Met1 routing:
Supply wires on this layer in grey.
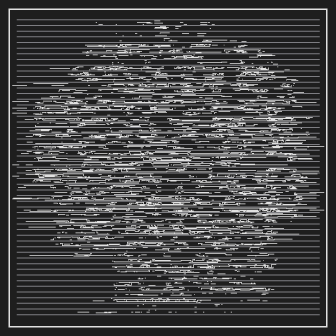
M2 wires:
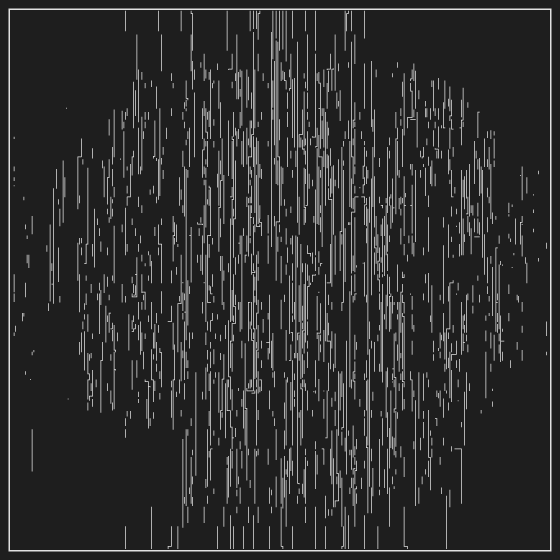
M3 wires:
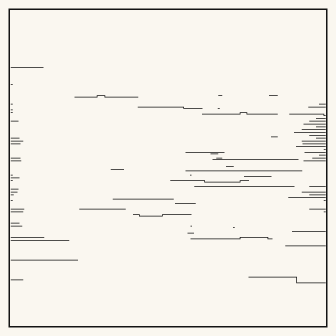
Metal 4:
Bar = 50 µm. Supply wires on this layer in grey. Cells faint in the background.
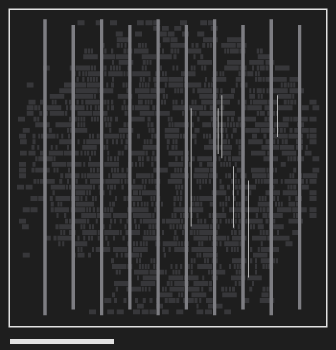
Clock nets:
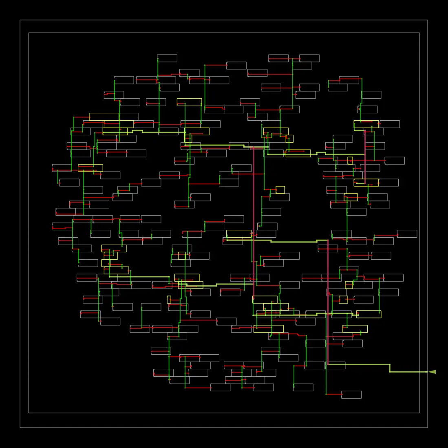
File: src/rtl/semseg_scan_ctrl.sv
// rtl/semseg_scan_ctrl.sv - Double-buffered N-digit seven-segment scan controller with PWM brightness.
module semseg_scan_ctrl #(
  parameter int unsigned DIGITS         = 8,
  parameter int unsigned SLOT_CYCLES    = 1024,
  parameter int unsigned BRIGHT_W       = 4,
  parameter bit          AN_ACTIVE_LOW  = 1'b1,
  parameter bit          SEG_ACTIVE_LOW = 1'b1
) (
  input  logic                clk_i,
  input  logic                rst_i,
  input  logic [7*DIGITS-1:0] segs_i,
  input  logic [DIGITS-1:0]   dp_i,
  input  logic [DIGITS-1:0]   digit_en_i,
  input  logic                frame_valid_i,
  output logic                frame_ready_o,
  input  logic [BRIGHT_W-1:0] bright_i,
  output logic                frame_start_o,
  output logic [6:0]          seg_o,
  output logic                dp_o,
  output logic [DIGITS-1:0]   an_o
);

  localparam int unsigned SLOT_W = $clog2(SLOT_CYCLES);
  localparam int unsigned DIG_W  = $clog2(DIGITS);
  localparam logic [SLOT_W-1:0] SLOT_LAST = SLOT_W'(SLOT_CYCLES - 1);
  localparam logic [DIG_W-1:0]  DIG_LAST  = DIG_W'(DIGITS - 1);
  localparam logic [DIGITS-1:0] AN_OFF    = {DIGITS{AN_ACTIVE_LOW}};
  localparam logic [6:0]        SEG_OFF   = {7{SEG_ACTIVE_LOW}};
  localparam logic              DP_OFF    = SEG_ACTIVE_LOW;

  logic [SLOT_W-1:0]         slot_cnt_q, slot_cnt_d;
  logic [DIG_W-1:0]          dig_idx_q, dig_idx_d;
  logic [BRIGHT_W-1:0]       bright_q, bright_d;
  logic [DIGITS-1:0][6:0]    act_segs_q, act_segs_d, pend_segs_q, pend_segs_d;
  logic [DIGITS-1:0]         act_dp_q, act_dp_d, pend_dp_q, pend_dp_d;
  logic [DIGITS-1:0]         act_en_q, act_en_d, pend_en_q, pend_en_d;
  logic                      pend_full_q, pend_full_d;
  logic                      frame_start_q, frame_start_d;
  logic [DIGITS-1:0]         an_q, an_d;
  logic [6:0]                seg_q, seg_d;
  logic                      dp_q, dp_d;

  logic                      slot_wrap, boundary, accept, lit;
  logic [BRIGHT_W-1:0]       phase;
  logic [DIGITS-1:0]         an_onehot;
  logic [6:0]                seg_lit;
  logic                      dp_lit;

  always_comb begin
    slot_wrap = (slot_cnt_q == SLOT_LAST);
    boundary  = slot_wrap && (dig_idx_q == DIG_LAST);
    accept    = frame_valid_i && !pend_full_q;

    slot_cnt_d = slot_wrap ? '0 : slot_cnt_q + SLOT_W'(1);
    dig_idx_d  = dig_idx_q;
    if (slot_wrap) begin
      dig_idx_d = (dig_idx_q == DIG_LAST) ? '0 : dig_idx_q + DIG_W'(1);
    end
    bright_d      = slot_wrap ? bright_i : bright_q;
    frame_start_d = boundary;

    act_segs_d  = act_segs_q;
    act_dp_d    = act_dp_q;
    act_en_d    = act_en_q;
    pend_segs_d = pend_segs_q;
    pend_dp_d   = pend_dp_q;
    pend_en_d   = pend_en_q;
    pend_full_d = pend_full_q;
    if (boundary && pend_full_q) begin
      act_segs_d  = pend_segs_q;
      act_dp_d    = pend_dp_q;
      act_en_d    = pend_en_q;
      pend_full_d = 1'b0;
    end
    // accept only fires with pending empty, so it never collides with the transfer above
    if (accept) begin
      pend_segs_d = segs_i;
      pend_dp_d   = dp_i;
      pend_en_d   = digit_en_i;
      pend_full_d = 1'b1;
    end

    // the top phase can never satisfy phase < bright_q, leaving a dark gap before each digit change
    phase     = slot_cnt_q[SLOT_W-1 -: BRIGHT_W];
    lit       = act_en_q[dig_idx_q] && (phase < bright_q);
    an_onehot = lit ? ({{(DIGITS-1){1'b0}}, 1'b1} << dig_idx_q) : '0;
    seg_lit   = lit ? act_segs_q[dig_idx_q] : 7'h00;
    dp_lit    = lit && act_dp_q[dig_idx_q];
    an_d      = an_onehot ^ AN_OFF;
    seg_d     = seg_lit ^ SEG_OFF;
    dp_d      = dp_lit ^ DP_OFF;
  end

  always_ff @(posedge clk_i) begin
    if (rst_i) begin
      slot_cnt_q    <= '0;
      dig_idx_q     <= '0;
      bright_q      <= '0;
      act_segs_q    <= '0;
      act_dp_q      <= '0;
      act_en_q      <= '0;
      pend_segs_q   <= '0;
      pend_dp_q     <= '0;
      pend_en_q     <= '0;
      pend_full_q   <= 1'b0;
      frame_start_q <= 1'b0;
      an_q          <= AN_OFF;
      seg_q         <= SEG_OFF;
      dp_q          <= DP_OFF;
    end else begin
      slot_cnt_q    <= slot_cnt_d;
      dig_idx_q     <= dig_idx_d;
      bright_q      <= bright_d;
      act_segs_q    <= act_segs_d;
      act_dp_q      <= act_dp_d;
      act_en_q      <= act_en_d;
      pend_segs_q   <= pend_segs_d;
      pend_dp_q     <= pend_dp_d;
      pend_en_q     <= pend_en_d;
      pend_full_q   <= pend_full_d;
      frame_start_q <= frame_start_d;
      an_q          <= an_d;
      seg_q         <= seg_d;
      dp_q          <= dp_d;
    end
  end

  assign frame_ready_o = !pend_full_q;
  assign frame_start_o = frame_start_q;
  assign an_o          = an_q;
  assign seg_o         = seg_q;
  assign dp_o          = dp_q;

endmodule

File: config.mk
export PLATFORM = sky130hd
export DESIGN_NAME = semseg_scan_ctrl
export DESIGN_NICKNAME = d
export VERILOG_FILES = /design/src/rtl/semseg_scan_ctrl.sv
export SDC_FILE = /design/constraint.sdc
export NUM_CORES = 1
export LEC_CHECK = 0
export ABC_AREA = 1
export CAP_MARGIN = 10
export CORE_MARGIN = 3
export CORE_UTILIZATION = 35
export DETAILED_ROUTE_END_ITERATION = 10
export RECOVER_POWER = 100
export REMOVE_ABC_BUFFERS = 1
export SLEW_MARGIN = 20
export SYNTH_ARGS = -nofsm -noshare
export SYNTH_HDL_FRONTEND = slang
export SYNTH_SLANG_ARGS = --single-unit
File: constraint.sdc
create_clock -name clk_i -period 2.05 [get_ports clk_i]
set_input_delay 0.41 -clock clk_i [delete_from_list [all_inputs] [get_ports clk_i]]
set_output_delay 0.41 -clock clk_i [all_outputs]
set_load 0.02 [all_outputs]
==> impl_metrics.toml <==
# flow metrics
[run_status]
status = "finished, final reports clean"

[hold_path]
hp-start = "slot_cnt_q[0]"
hold_class = "flop to flop"

[layout]
nFillCells = 2138
comb_cells = 756
drive_gt1_share_pct = 4.66

[worst_setup_path]
worstSetupStartpoint = "seg_o[2]"
r2r-end = "act_en_q[5]"
critPathTopFamily = "buffers and inverters"
endpoint_kind = "output pin"
slowest_stage = "dlygate4sd3_1"

[placed_design]
placed_area_um2 = 8660
post-place-ws_ps = 281
dpl.cell_count = 1419

[power_and_ir_drop]
power_density_nw_per_um2 = 809

[yosys]
synth_cell_types = 25
flop_cell = "dfxtp_1"
aoi_share_pct = 5.99
yosysCellCount = 1093
synthXorXnorAreaFrac_pct = 0.472
fa_ha_area_share_pct = 1.69
synthCells = 1093

[clock_network]
clk_latency_ps = 430

[detailed_routing]
num_vias = 6355
drc_errors = 0
drtPass1Iterations = 5
drt_iter0_drc = 307
drt-vias-per-instance = 4.38

[die]
core_um2 = 20600
tap_cells = 270

[final_timing]
timing.setup.tns_ps = 0
timing.final.ws_setup_ps = 151
hold_violations = 0
whs_ps = 449
slew_headroom_pct = 56.0

[global_route]
grt_pass1_wl_um = 29200

[flow_run]
cap_violations = 0
-- 'met1 routing' (at the start) --
wire length on this layer	8,560 µm
share of all routed wire	49%
main direction	horizontal

-- 'M2 wires' (at the start) --
longest straight run	60.2 µm
wire length on this layer	7,800 µm
nets with wire on the layer	835
main direction	vertical
share of all routed wire	45%

-- 'M3 wires' (at the start) --
longest straight run	55.7 µm
main direction	horizontal

-- 'metal 4' (at the start) --
share of all routed wire	1.2%
main direction	vertical
wire length on this layer	203 µm
nets with wire on the layer	5
longest straight run	56.4 µm

-- 'clock nets' (at the start) --
Clock Power: 3.35 mW
CLK BUF: 20

flip-flops by register name, summed over array words and instances, names as in the netlist:
signal         flops
act_segs_q        56
pend_en_q          8
act_en_q           8
frame_start_o      1
bright_q           4
slot_cnt_q        10
an_o               8
pend_dp_q          8
pend_full_q        1
pend_segs_q       56
dp_o               1
dig_idx_q          3
act_dp_q           8
seg_o              7
report_power, final:
part / switching (mW) / internal, mW
combinational: 0.217 / 0.232
clock: 1.37 / 1.98
sequential: 0.0655 / 3.59
total: 1.65 / 5.81
per-layer routing:
layer	vias up	GRT usage, %	share of wire (%)	routed length, µm
met4	0	4.18	1.2	203
met2	98	25.5	45	7800
li1	3468	-	-	-
met3	15	4.13	5.3	922
met1	2774	21.2	49	8560
met5	-	0	0	0
No activity file was given, so power comes from the tool's default toggle rates.
